run_1/registers.png
Scale bar: 50 um. Other sequential cells in the stronger gray, the rest of the logic in the fainter gray.
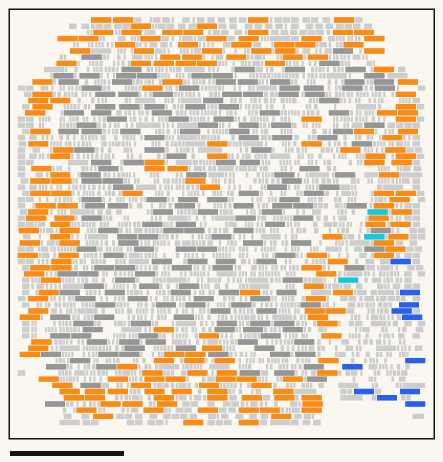
run_1/metal_stack.png
Scale bar: 50 um.
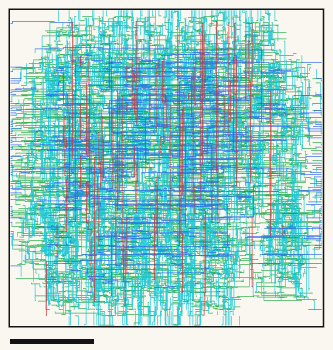
run_1/zoom.png
Scale bar: 5 um. Window x 83 to 103, y 122 to 142 um. Cells in gray, sequential cells in the stronger gray; small squares are vias.
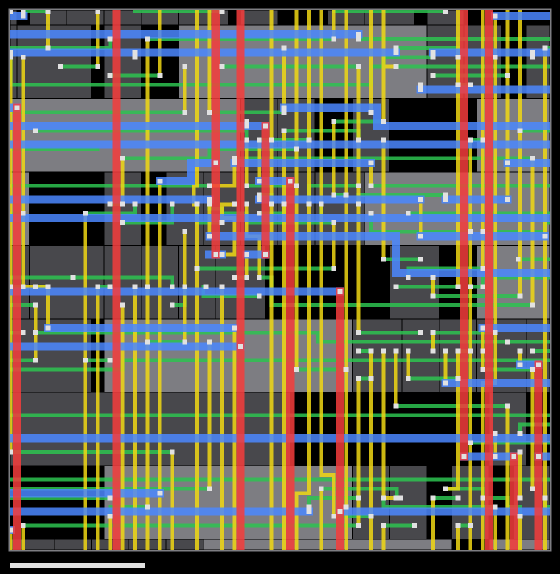
File: config.mk
export PLATFORM = sky130hd
export DESIGN_NAME = instr_batch_packer_flat
export DESIGN_NICKNAME = d
export VERILOG_FILES = /design/src/rtl/instr_batch_packer_pkg.sv /design/src/rtl/instr_batch_packer_if.sv /design/src/rtl/instr_batch_packer_capacity_tracker.sv /design/src/rtl/instr_batch_packer.sv /design/src/flat_wrapper.sv
export SDC_FILE = /design/constraint.sdc
export NUM_CORES = 1
export LEC_CHECK = 0
export ABC_AREA = 1
export CORE_AREA = 3 3 183 185
export DETAILED_ROUTE_END_ITERATION = 10
export DIE_AREA = 0 0 186 188
export GPL_TIMING_DRIVEN = 0
export HOLD_SLACK_MARGIN = 0.1
export MAX_ROUTING_LAYER = met4
export PLACE_DENSITY = 0.85
export SETUP_SLACK_MARGIN = 0.05
export SLEW_MARGIN = 25
export SYNTH_ARGS = -nofsm -noshare
export SYNTH_HDL_FRONTEND = slang
export SYNTH_HIERARCHICAL = 1
export SYNTH_SLANG_ARGS = --single-unit
File: constraint.sdc
create_clock -name clk -period 7 [get_ports clk]
set_input_delay 1.75 -clock clk [delete_from_list [all_inputs] [get_ports clk]]
set_output_delay 1.75 -clock clk [all_outputs]
set_load 0.1 [all_outputs]
File: src/rtl/instr_batch_packer_pkg.sv
// Shared types and constants for the instruction batch packer.
package instr_batch_packer_pkg;
  localparam int unsigned INSTR_W   = 32;
  localparam int unsigned BUNDLE_W  = 192;
  localparam int unsigned QTY_W     = 3;
  localparam int unsigned MIN_BATCH = 2;
  localparam int unsigned NUM_SLOTS = BUNDLE_W / INSTR_W;
  localparam int unsigned WW_W      = 11;

  typedef enum logic {FILL, EMIT} state_t;

  typedef logic [NUM_SLOTS-1:0][INSTR_W-1:0] bundle_t;
endpackage

File: src/rtl/instr_batch_packer_if.sv
// Instruction stream in, bundle write strobe out; master drives the stream.
interface instr_batch_packer_if;
  import instr_batch_packer_pkg::*;

  logic                in_valid;
  logic [INSTR_W-1:0]  in_instr;
  logic                in_ready;
  logic                flush;
  logic                write_enable;
  logic [BUNDLE_W-1:0] instructions;
  logic [QTY_W-1:0]    quantity;
  logic [WW_W-1:0]     words_written;
  logic                full;
  logic                drop;

  modport master (
    output in_valid, in_instr, flush,
    input  in_ready, write_enable, instructions, quantity, words_written, full, drop
  );

  modport slave (
    input  in_valid, in_instr, flush,
    output in_ready, write_enable, instructions, quantity, words_written, full, drop
  );
endinterface

File: src/rtl/instr_batch_packer_capacity_tracker.sv
// Mirrors the RAM writer cursor and derives the capacity/full terms.
module packer_capacity_tracker
  import instr_batch_packer_pkg::*;
#(
  parameter int unsigned DEPTH = 1024
) (
  input  logic             clk,
  input  logic             rst_n,
  input  logic             emit,
  input  logic [QTY_W-1:0] quantity,
  input  logic [QTY_W-1:0] pending,
  output logic [WW_W-1:0]  words_written,
  output logic             full,
  output logic             room,
  output logic             one_left
);
  localparam int unsigned XW = WW_W + 1;
  localparam logic [XW-1:0] DEPTH_X = XW'(DEPTH);

  logic [XW-1:0] ww_x;
  logic [XW-1:0] committed;
  logic [XW-1:0] sum;

  assign ww_x      = {1'b0, words_written};
  assign committed = ww_x + XW'(pending);
  assign sum       = ww_x + XW'(quantity);

  assign full     = (committed == DEPTH_X);
  assign room     = (committed < DEPTH_X);
  assign one_left = (ww_x == XW'(DEPTH - 1));

  // Count is committed on the edge that ends EMIT; saturate at capacity.
  always_ff @(posedge clk or negedge rst_n) begin
    if (!rst_n) begin
      words_written <= '0;
    end else if (emit) begin
      words_written <= (sum >= DEPTH_X) ? DEPTH_X[WW_W-1:0] : sum[WW_W-1:0];
    end
  end
endmodule

File: src/rtl/instr_batch_packer.sv
// Packs a 32-bit instruction stream into 2..6-word bundles for the RAM writer.
// Optional idle auto-flush enabled by defining PACKER_TIMEOUT_EN.
module instr_batch_packer
  import instr_batch_packer_pkg::*;
#(
  parameter int unsigned        MAX_BATCH = 6,
  parameter int unsigned        DEPTH     = 1024,
  parameter logic [INSTR_W-1:0] PAD_WORD  = 32'h0000_0000
`ifdef PACKER_TIMEOUT_EN
  , parameter int unsigned      TIMEOUT_CYCLES = 16
`endif
) (
  input  logic                 clk,
  input  logic                 rst_n,
  instr_batch_packer_if.slave  bus
);
  localparam logic [QTY_W-1:0] MAXQ = QTY_W'(MAX_BATCH);
  localparam logic [QTY_W-1:0] MINQ = QTY_W'(MIN_BATCH);

  state_t           state_q, state_d;
  logic [QTY_W-1:0] count_q, count_d, cnt_acc;
  bundle_t          slots_q, slots_d, slots_acc;
  bundle_t          bundle_q, bundle_d;
  logic [QTY_W-1:0] qty_q, qty_d, emit_qty;
  logic             we_q, we_d;
  logic             drop_q, drop_d;
  logic             flush_pend_q, flush_pend_d;
  logic             emit_now;
  logic             accept, flush_req, timeout_fire;
  logic             room, one_left;

  packer_capacity_tracker #(
    .DEPTH (DEPTH)
  ) u_capacity (
    .clk           (clk),
    .rst_n         (rst_n),
    .emit          (state_q == EMIT),
    .quantity      (qty_q),
    .pending       (count_q),
    .words_written (bus.words_written),
    .full          (bus.full),
    .room          (room),
    .one_left      (one_left)
  );

  assign bus.in_ready     = (state_q == FILL) && room;
  assign bus.write_enable = we_q;
  assign bus.instructions = bundle_q;
  assign bus.quantity     = qty_q;
  assign bus.drop         = drop_q;

  assign accept    = bus.in_valid && bus.in_ready;
  assign flush_req = bus.flush || flush_pend_q || timeout_fire;

`ifdef PACKER_TIMEOUT_EN
  localparam int unsigned IDLE_W = $clog2(TIMEOUT_CYCLES + 1);
  logic [IDLE_W-1:0] idle_q;

  // Cleared whenever nothing is pending so a stale count cannot fire on the next word.
  always_ff @(posedge clk or negedge rst_n) begin
    if (!rst_n) begin
      idle_q <= '0;
    end else if (accept || state_q == EMIT || count_q == '0) begin
      idle_q <= '0;
    end else if (idle_q != IDLE_W'(TIMEOUT_CYCLES)) begin
      idle_q <= idle_q + 1'b1;
    end
  end

  assign timeout_fire = (state_q == FILL) && (count_q != '0) &&
                        (idle_q == IDLE_W'(TIMEOUT_CYCLES));
`else
  assign timeout_fire = 1'b0;
`endif

  always_comb begin
    slots_acc = slots_q;
    if (accept && count_q < QTY_W'(NUM_SLOTS)) begin
      slots_acc[count_q] = bus.in_instr;
    end
    cnt_acc = count_q + QTY_W'(accept);

    state_d      = state_q;
    count_d      = count_q;
    slots_d      = slots_q;
    bundle_d     = bundle_q;
    qty_d        = qty_q;
    we_d         = 1'b0;
    drop_d       = 1'b0;
    flush_pend_d = flush_pend_q;
    emit_now     = 1'b0;
    emit_qty     = '0;

    unique case (state_q)
      FILL: begin
        flush_pend_d = 1'b0;
        slots_d      = slots_acc;
        count_d      = cnt_acc;
        // A word completing the batch absorbs any concurrent flush.
        if (cnt_acc == MAXQ) begin
          emit_now = 1'b1;
          emit_qty = MAXQ;
        end else if (flush_req) begin
          if (cnt_acc == QTY_W'(1)) begin
            if (one_left) begin
              drop_d  = 1'b1;
              slots_d = '0;
              count_d = '0;
            end else begin
              slots_acc[1] = PAD_WORD;
              emit_now     = 1'b1;
              emit_qty     = MINQ;
            end
          end else if (cnt_acc >= MINQ) begin
            emit_now = 1'b1;
            emit_qty = cnt_acc;
          end
        end
      end
      EMIT: begin
        state_d = FILL;
        count_d = '0;
        if (bus.flush) begin
          flush_pend_d = 1'b1;
        end
      end
    endcase

    // count carries the emitted quantity through EMIT so full stays continuous.
    if (emit_now) begin
      state_d  = EMIT;
      we_d     = 1'b1;
      qty_d    = emit_qty;
      bundle_d = slots_acc;
      slots_d  = '0;
      count_d  = emit_qty;
    end
  end

  always_ff @(posedge clk or negedge rst_n) begin
    if (!rst_n) begin
      state_q      <= FILL;
      count_q      <= '0;
      slots_q      <= '0;
      bundle_q     <= '0;
      qty_q        <= '0;
      we_q         <= 1'b0;
      drop_q       <= 1'b0;
      flush_pend_q <= 1'b0;
    end else begin
      state_q      <= state_d;
      count_q      <= count_d;
      slots_q      <= slots_d;
      bundle_q     <= bundle_d;
      qty_q        <= qty_d;
      we_q         <= we_d;
      drop_q       <= drop_d;
      flush_pend_q <= flush_pend_d;
    end
  end
endmodule
File: src/flat_wrapper.sv
// flat-port wrapper written by rule: the top's interface ports become plain ports
module instr_batch_packer_flat import instr_batch_packer_pkg::*;
#(
  parameter int unsigned        MAX_BATCH = 6,
  parameter int unsigned        DEPTH     = 1024,
  parameter logic [INSTR_W-1:0] PAD_WORD  = 32'h0000_0000

)
  (clk, rst_n, bus_in_valid, bus_in_instr, bus_flush, bus_in_ready, bus_write_enable, bus_instructions, bus_quantity, bus_words_written, bus_full, bus_drop);
  instr_batch_packer_if bus_i ();
  input  logic clk;
  input  logic rst_n;
  input wire logic [$bits(bus_i.in_valid)-1:0] bus_in_valid;
  input wire logic [$bits(bus_i.in_instr)-1:0] bus_in_instr;
  input wire logic [$bits(bus_i.flush)-1:0] bus_flush;
  output wire logic [$bits(bus_i.in_ready)-1:0] bus_in_ready;
  output wire logic [$bits(bus_i.write_enable)-1:0] bus_write_enable;
  output wire logic [$bits(bus_i.instructions)-1:0] bus_instructions;
  output wire logic [$bits(bus_i.quantity)-1:0] bus_quantity;
  output wire logic [$bits(bus_i.words_written)-1:0] bus_words_written;
  output wire logic [$bits(bus_i.full)-1:0] bus_full;
  output wire logic [$bits(bus_i.drop)-1:0] bus_drop;
  assign bus_i.in_valid = bus_in_valid;
  assign bus_i.in_instr = bus_in_instr;
  assign bus_i.flush = bus_flush;
  assign bus_in_ready = bus_i.in_ready;
  assign bus_write_enable = bus_i.write_enable;
  assign bus_instructions = bus_i.instructions;
  assign bus_quantity = bus_i.quantity;
  assign bus_words_written = bus_i.words_written;
  assign bus_full = bus_i.full;
  assign bus_drop = bus_i.drop;
  instr_batch_packer #(.MAX_BATCH(MAX_BATCH), .DEPTH(DEPTH), .PAD_WORD(PAD_WORD)) u_core (.clk(clk), .rst_n(rst_n), .bus(bus_i));
endmodule
==> impl_metrics.toml, run 1 <==
# physical design summary
[timing]
max_slew.worst_pin.slew_ns = 1.04
final_report_setup_violation_count = 0

[place]
placed_cell_area_um2 = 22200
gp_routability_congestion = 0.950

[logic_synthesis]
synth_area_per_cell_um2 = 7.69
yosys.area.top_type_share_pct = 53.0
synth.most_common_cell = "sky130_fd_sc_hd__nand2_1"
netlist_logic_family_top = "simple AND/OR/NAND/NOR gates"

[status]
result_of_the_run = "complete, no violations"

[setup_path]
r2r_cell_count = 26
critical_path.startpoint_type = "flip-flop"
crit_family = "buffers and inverters"
crit_buf_inv = 4

[floorplan]
die_y_um = 188

[hold_path]
hold_end = "u_core/slots_q[176]"

[clock_tree]
post-cts-setup-buffer-count = 0
post_cts_resize_count = 0

[finish]
multi_input_comb_cells = 1852
layout.clock_buffers = 59
seq_cells = 404

[global_routing]
met3_usage_pct = 7.95
first_global_vias = 18318
initial_antenna_violation_count = 1

[drt]
first_pass_iters = 6
totalWireLength_um = 63700

[power_and_ir_drop]
overall_power_uw = 13000

[run]
number_of_warnings_in_the_stage_logs = 26
About registers.png:
legend:
  u_core/bus.quantity:
    color: cyan
    sequential_cells: 3
  u_core/bus.instructions:
    color: orange
    sequential_cells: 192
    where: spread over the die
  u_core/u_capacity/words_written:
    color: blue
    sequential_cells: 11
    where: bottom right
not colored: 198

About metal_stack.png:
legend:
  met1:
    color: green
    wire_length: 23.7 mm
  met3:
    color: blue
    wire_length: 7340 um
  met2:
    color: cyan
    wire_length: 28.8 mm
  met4:
    color: red
    wire_length: 3860 um

About zoom.png:
legend:
  met3:
    color: blue
  met1:
    color: green
  met4:
    color: red
  met2:
    color: yellow
most frequent: nand2_1 (15), clkbuf_1 (6), dfrtp_1 (5)
netlist names of flops here include: u_core/slots_q (3), u_core/bus.instructions (2)
cells with their middle in the window: 35
sequential cells in the window: 5

## run 1: worst max path at each step
stage / startpoint / end / slack [ns] / depth (start not counted)
2_1_floorplan: u_core/u_capacity/words_written[0] / bus_full / 1.66 / 12
3_3_place_gp: rst_n / u_core/bus.instructions[112] / -13.24 / 1
3_5_place_dp: u_core/count_q[0] / bus_in_ready / 1.54 / 13
4_1_cts: u_core/count_q[0] / bus_in_ready / 0.97 / 13
5_1_grt: u_core/count_q[0] / bus_in_ready / 0.80 / 13
6_report: u_core/count_q[0] / bus_in_ready / 0.95 / 13
## run 1: report_power, final
part	total (uW)	internal, uW	switching (uW)
clock	2200	1280	920
combinational	7280	1650	5630
sequential	3470	3030	441
## run 1: per-layer routing
metal,share of wire (%),vias up
met5,0,-
met4,6.1,0
met3,12,277
met2,45,1327
met1,37,8877
li1,-,8390
## Run 2: what changed since run 1
Clock period 7 ns to 7.4 ns, I/O delays scaled along.
run_2/final_congestion.png
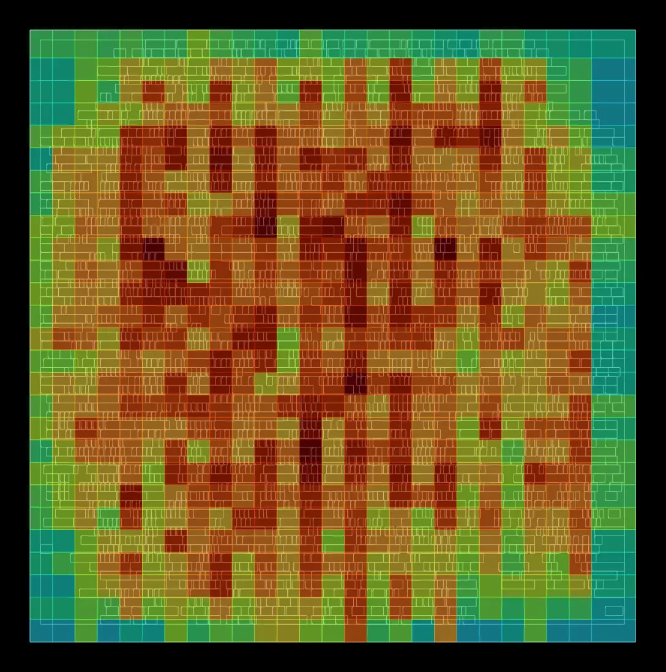
per-cell routed wire length: 19.8 um
met1 Usage GRT: 47.4%

run_2/metal_stack.png
Scale bar: 50 um.
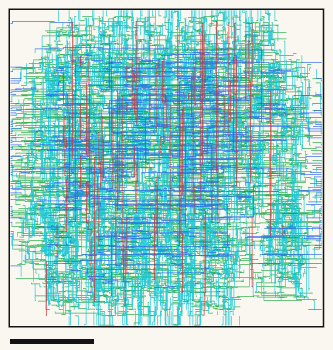
legend:
  met1:
    color: green
    wire_length: 23.7 mm
  met2:
    color: cyan
    wire_length: 28.8 mm
  met4:
    color: red
    wire_length: 3860 um
  met3:
    color: blue
    wire_length: 7340 um

==> run 2 against run 1 <==
Routed wire length unchanged. Worst setup slack improved by 0.30 ns. Sequential cell count unchanged. Sequential power decreased by 5%. Critical endpoint unchanged.
==> impl_metrics.toml, run 2 <==
# physical design summary
[status]
result_of_the_run = "complete, no violations"

[clock_tree]
post-cts-setup-buffer-count = 0
cts_hold_repair.buffers = 0
tritoncts.num_buffers = 41
post_cts_resize_count = 0

[run]
number_of_warnings_in_the_stage_logs = 26

[setup_path]
crit_path_cell_trace = "ha_1 -> inv_1 -> fa_1 -> inv_1 -> nand3_1 -> nand2_1 -> nand2_1 -> o21ai_1 -> nand2_1 -> a31oi_1 -> nand2_1 -> inv_1 -> clkdlybuf4s50_1"
r2r_cell_count = 26
crit_buf_inv = 4
worstSetupStartpoint = "u_core/count_q[0]"
cp_num_cells = 13
timing.rr.end = "u_core/bus.instructions[40]"
critical_path.startpoint_type = "flip-flop"
worstSetupEndpoint = "bus_in_ready"

[drt]
first_pass_iters = 6
routedLengthMet1_um = 23700
top_layer = "met4"
dr_wl_met2_um = 28800

[timing]
finalHoldViolCount = 0
final_report_setup_violation_count = 0
max_slew.worst_pin.slew_ns = 1.04

[logic_synthesis]
netlist-cell-type-count = 37
synth.most_common_cell = "sky130_fd_sc_hd__nand2_1"
yosys.area.top_type_share_pct = 53.0
synth.area.top_cells = "sky130_fd_sc_hd__dfrtp_1 (53%), sky130_fd_sc_hd__nand2_1 (25%), sky130_fd_sc_hd__o21ai_0 (5.4%)"
synth.net_count = 2525
synthesis.instances = 2479
synth_area_per_cell_um2 = 7.69

[power_and_ir_drop]
power.switching_fraction_pct = 54.0
internal_dissipation_uw = 5640
total_switching_power_uw = 6610
power-top-group = "combinational logic"
part_of_the_power_in_the_clock_network_pct = 17.0
pg_comb_uw = 6890
combinational_share_of_power_pct = 56.2
overall_power_uw = 12300
pwr-share-seq_pct = 26.8
peakVddDrop_uv = 457
clockNetworkPower_uw = 2080
seq_power_uw = 3280

[floorplan]
floorplan.core_util_pct = 59.2
die_y_um = 188

[global_routing]
initial_antenna_violation_count = 1
met3_usage_pct = 7.95
global_route_wire_length_before_repair_um = 98200
gr-max-usage-layer = "met2"

[place]
placed_cell_area_um2 = 22200
gp_routability_congestion = 0.950

[hold_path]
hold_end = "u_core/slots_q[176]"
run_2/registers.png
Scale bar: 50 um. Other sequential cells in the stronger gray, the rest of the logic in the fainter gray.
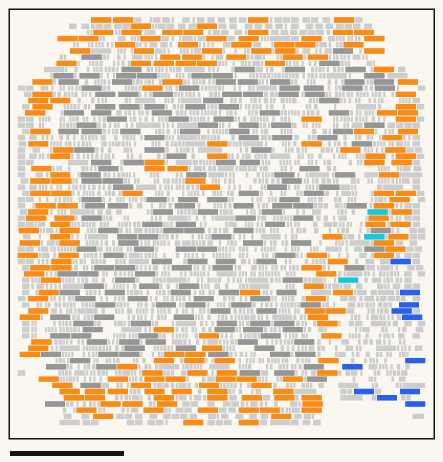
legend:
  u_core/bus.quantity:
    color: cyan
    sequential_cells: 3
  u_core/bus.instructions:
    color: orange
    sequential_cells: 192
    where: spread over the die
  u_core/u_capacity/words_written:
    color: blue
    sequential_cells: 11
    where: bottom right

==> run 2: cell counts after synthesis <==
No cell type changed its count.
==> run 2: cell type report <==
| cell class | instances | share of cell area [%] |
|---|---|---|
| sequential | 404 | 43.0 |
| multi-input combinational | 1852 | 33.5 |
| timing repair buffer | 249 | 10.9 |
| clock buffer | 59 | 5.17 |
| buffer | 156 | 3.58 |
| tap | 408 | 2.17 |
| inverter | 67 | 1.10 |
| clock inverter | 14 | 0.564 |
| antenna | 1 | 0.0106 |
==> run 2: kinds of logic (layout without fill, tap and decap cells) <==
family	after synthesis	count (layout)	share of synthesized area (%)
compound gates	245	245	6.51
xor+xnor	8	8	0.367
fa+ha+maj	10	10	0.735
buf+inv	223	545	5.77
flops	404	404	53.0
mux	1	1	0.0525
other cells	0	1	0
simple gates	1588	1588	33.6
No activity file was given, so power comes from the tool's default toggle rates.
